===== src/rtl/soc_pkg.sv =====
// Shared SoC types for the memory port arbiter: FSM state, access owner and width defaults.
package soc_pkg;

  localparam int SOC_XLEN   = 32;
  localparam int SOC_ADDR_W = 32;

  typedef enum logic {
    IDLE   = 1'b0,
    ACTIVE = 1'b1
  } arb_state_t;

  typedef enum logic {
    OWN_I = 1'b0,
    OWN_D = 1'b1
  } arb_owner_t;

endpackage


===== src/rtl/mem_port_arbiter.sv =====
// Single-port memory arbiter between instruction fetch (I) and load/store (D), one access at a time.
// Optional I-starvation guard is enabled with the ARB_STARVE_GUARD_EN macro.
module mem_port_arbiter
  import soc_pkg::*;
#(
  parameter int ADDR_W       = SOC_ADDR_W,
  parameter int DATA_W       = SOC_XLEN,
  parameter int STARVE_LIMIT = 4
) (
  input  logic                  clk_i,
  input  logic                  rst_i,
  input  logic                  i_req_i,
  input  logic [ADDR_W-1:0]     i_addr_i,
  output logic                  i_gnt_o,
  output logic                  i_rvalid_o,
  output logic [DATA_W-1:0]     i_rdata_o,
  input  logic                  d_req_i,
  input  logic                  d_we_i,
  input  logic [ADDR_W-1:0]     d_addr_i,
  input  logic [DATA_W-1:0]     d_wdata_i,
  input  logic [DATA_W/8-1:0]   d_be_i,
  output logic                  d_gnt_o,
  output logic                  d_rvalid_o,
  output logic [DATA_W-1:0]     d_rdata_o,
  output logic                  mem_req_o,
  output logic                  mem_we_o,
  output logic [ADDR_W-1:0]     mem_addr_o,
  output logic [DATA_W-1:0]     mem_wdata_o,
  output logic [DATA_W/8-1:0]   mem_be_o,
  input  logic                  mem_ready_i,
  input  logic [DATA_W-1:0]     mem_rdata_i
);

  localparam int BE_W = DATA_W / 8;

  arb_state_t          state_q, state_d;
  arb_owner_t          owner_q, owner_d;
  logic                we_q, we_d;
  logic [ADDR_W-1:0]   addr_q, addr_d;
  logic [DATA_W-1:0]   wdata_q, wdata_d;
  logic [BE_W-1:0]     be_q, be_d;
  logic                i_rvalid_q, i_rvalid_d;
  logic                d_rvalid_q, d_rvalid_d;
  logic [DATA_W-1:0]   i_rdata_q, i_rdata_d;
  logic [DATA_W-1:0]   d_rdata_q, d_rdata_d;
  logic                grant_d;
  logic                grant_i;
  logic                starved;

`ifdef ARB_STARVE_GUARD_EN
  localparam int CNT_W = ($clog2(STARVE_LIMIT + 1) < 3) ? 3 : $clog2(STARVE_LIMIT + 1);

  logic [CNT_W-1:0] starve_q, starve_d;

  assign starved = (starve_q == CNT_W'(STARVE_LIMIT));

  // Counts D grants taken while a fetch is waiting; any I grant or idle I port clears it.
  always_comb begin
    starve_d = starve_q;
    if (!i_req_i || grant_i) begin
      starve_d = '0;
    end else if (grant_d && !starved) begin
      starve_d = starve_q + CNT_W'(1);
    end else begin
      starve_d = starve_q;
    end
  end

  always_ff @(posedge clk_i) begin
    if (rst_i) begin
      starve_q <= '0;
    end else begin
      starve_q <= starve_d;
    end
  end
`else
  assign starved = 1'b0;
`endif

  // Arbitration, request latching and completion capture.
  always_comb begin
    state_d    = state_q;
    owner_d    = owner_q;
    we_d       = we_q;
    addr_d     = addr_q;
    wdata_d    = wdata_q;
    be_d       = be_q;
    i_rvalid_d = 1'b0;
    d_rvalid_d = 1'b0;
    i_rdata_d  = i_rdata_q;
    d_rdata_d  = d_rdata_q;
    grant_d    = 1'b0;
    grant_i    = 1'b0;
    case (state_q)
      IDLE: begin
        if (d_req_i && !(starved && i_req_i)) begin
          grant_d = 1'b1;
          state_d = ACTIVE;
          owner_d = OWN_D;
          we_d    = d_we_i;
          addr_d  = d_addr_i;
          wdata_d = d_wdata_i;
          be_d    = d_be_i;
        end else if (i_req_i) begin
          grant_i = 1'b1;
          state_d = ACTIVE;
          owner_d = OWN_I;
          we_d    = 1'b0;
          addr_d  = i_addr_i;
          wdata_d = '0;
          be_d    = '1;
        end else begin
          state_d = IDLE;
        end
      end
      ACTIVE: begin
        if (mem_ready_i) begin
          state_d = IDLE;
          if (owner_q == OWN_D) begin
            d_rvalid_d = 1'b1;
            d_rdata_d  = we_q ? '0 : mem_rdata_i;
          end else begin
            i_rvalid_d = 1'b1;
            i_rdata_d  = mem_rdata_i;
          end
        end else begin
          state_d = ACTIVE;
        end
      end
      default: begin
        state_d = IDLE;
      end
    endcase
  end

  // State, latched access and response registers; reset drops any access in flight.
  always_ff @(posedge clk_i) begin
    if (rst_i) begin
      state_q    <= IDLE;
      owner_q    <= OWN_I;
      we_q       <= 1'b0;
      addr_q     <= '0;
      wdata_q    <= '0;
      be_q       <= '0;
      i_rvalid_q <= 1'b0;
      d_rvalid_q <= 1'b0;
      i_rdata_q  <= '0;
      d_rdata_q  <= '0;
    end else begin
      state_q    <= state_d;
      owner_q    <= owner_d;
      we_q       <= we_d;
      addr_q     <= addr_d;
      wdata_q    <= wdata_d;
      be_q       <= be_d;
      i_rvalid_q <= i_rvalid_d;
      d_rvalid_q <= d_rvalid_d;
      i_rdata_q  <= i_rdata_d;
      d_rdata_q  <= d_rdata_d;
    end
  end

  assign d_gnt_o     = grant_d & ~rst_i;
  assign i_gnt_o     = grant_i & ~rst_i;
  assign i_rvalid_o  = i_rvalid_q;
  assign d_rvalid_o  = d_rvalid_q;
  assign i_rdata_o   = i_rdata_q;
  assign d_rdata_o   = d_rdata_q;
  assign mem_req_o   = (state_q == ACTIVE);
  assign mem_we_o    = (state_q == ACTIVE) & we_q;
  assign mem_addr_o  = addr_q;
  assign mem_wdata_o = wdata_q;
  assign mem_be_o    = be_q;

endmodule


===== config.mk =====
export PLATFORM = sky130hd
export DESIGN_NAME = mem_port_arbiter
export DESIGN_NICKNAME = d
export VERILOG_FILES = /design/src/rtl/soc_pkg.sv /design/src/rtl/mem_port_arbiter.sv
export SDC_FILE = /design/constraint.sdc
export NUM_CORES = 1
export LEC_CHECK = 0
export CORE_UTILIZATION = 35
export DETAILED_ROUTE_END_ITERATION = 7
export GPL_TIMING_DRIVEN = 0
export PLACE_DENSITY = 0.74
export RECOVER_POWER = 25
export SYNTH_ARGS = -nofsm -noshare
export SYNTH_HDL_FRONTEND = slang
export SYNTH_SLANG_ARGS = --single-unit

===== constraint.sdc =====
create_clock -name clk_i -period 1.73 [get_ports clk_i]
set_clock_uncertainty 0.1 [all_clocks]
set_input_delay 0.4325 -clock clk_i [delete_from_list [all_inputs] [get_ports clk_i]]
set_output_delay 0.4325 -clock clk_i [all_outputs]
set_load 0.005 [all_outputs]

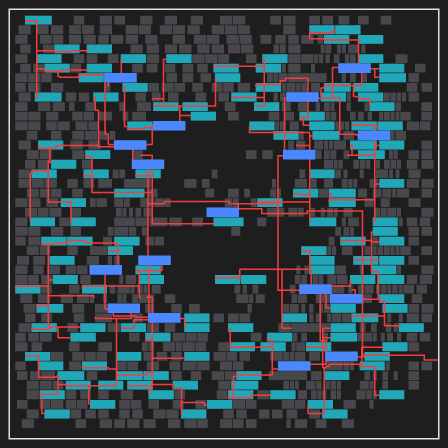
clock_wires.png
[cyan] flip-flops | count: 137
[blue] clock-net drivers | count: 17
[red] clock wires | length: 1710 um
flops lie	widely spread

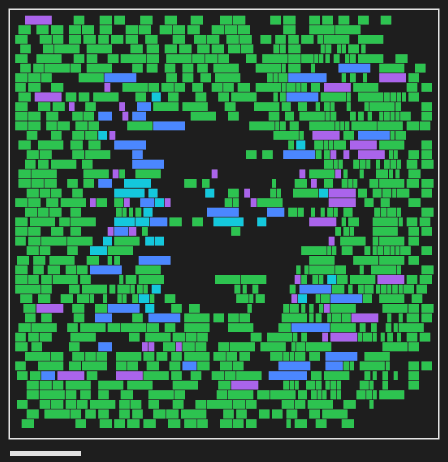
sizing.png
The bar under the picture is 20 um long.
color	size	cells
purple	x2	44
blue	x6 and larger	34
green	x1 and smaller	713
cyan	x3 and x4	23

==> run_results.csv <==
group,metric,value,unit
cts,clock_insertion_delay_worst_skew,410,ps
floorplanning,chip_area,14690,um2
floorplanning,fp_util,35.82,%
drt,met2_length,8.206,mm
synthesis,synthTopCellsByCount,"sky130_fd_sc_hd__dfxtp_1 (137), sky130_fd_sc_hd__nand2_1 (96), sky130_fd_sc_hd__a21oi_1 (65), sky130_fd_sc_hd__a22o_1 (33), sky130_fd_sc_hd__nand3b_1 (33)",
synthesis,adder_share,0,%
synthesis,mappedNetlistArea,4972,um2
timing,period_needed,1778,ps
status,run_status,"finished, violations left",
synthesis,ys_async_sr_fraction,0,%
grt,grt_usage,22.27,%
synthesis,netlist_top_cells_area,"sky130_fd_sc_hd__dfxtp_1 (55%), sky130_fd_sc_hd__nand2_1 (7.2%), sky130_fd_sc_hd__a21oi_1 (6.5%)",
drt,dr_total_vias,4845,
layout,relative_area_change_from_synthesis_to_final_layout,71.19,%
drt,route.detailed.drc,0,
synthesis,synth_largest_type_area_fraction,55.16,%
synthesis,flip_flops_with_a_built_in_enable,0,
grt,grt.met1_usage,24.85,%
status,violations,"setup timing",
timing,postLayoutSetupSlackWorst,-47.79,ps
drt,detailroute.wirelength.met3,1.278,mm
setup_path,worstSetupPathType,"flop to output pin",
cts,cts_bufs_inserted,17,
timing,setup_viol_count_final,1,
timing,rsz0062_at_grt,"yes",
synthesis,mux_area_share,6.442,%
layout,postLayoutCellArea,8512,um2
setup_path,library_cell_contributing_the_largest_single_delay_on_the_critical_path,"sky130_fd_sc_hd__dfxtp_4",
synthesis,yosys-stat-cells,500,
layout,antennaDiodeCount,0,
setup_path,max_stage_delay,360,ps
## layout make-up
type / instances / area, um2
Fill cell: 1234 / 5369
Sequential cell: 137 / 2771
Timing Repair Buffer: 283 / 2626
Multi-Input combinational cell: 319 / 2002
Clock buffer: 21 / 460.4
Buffer: 42 / 277.8
Tap cell: 180 / 225.2
Clock inverter: 11 / 145.1
Inverter: 1 / 3.754
## final timing paths
check	end	slack, ps
worst max-delay path	i_gnt_o	-50
worst min-delay path	mem_addr_o[6]$_SDFFE_PP0P_	290
worst max register to register	d_rdata_o[27]$_SDFFE_PP0P_	140
worst min register to register	d_rdata_o[16]$_SDFFE_PP0P_	350
## power breakdown
| group | switching [mW] | internal [mW] |
|---|---|---|
| sequential | 0.0882 | 3.33 |
| combinational | 0.435 | 0.641 |
| clock | 1.36 | 2.34 |
| total | 1.88 | 6.31 |
Power figures rest on the tool's default switching activity, not on a simulated workload.
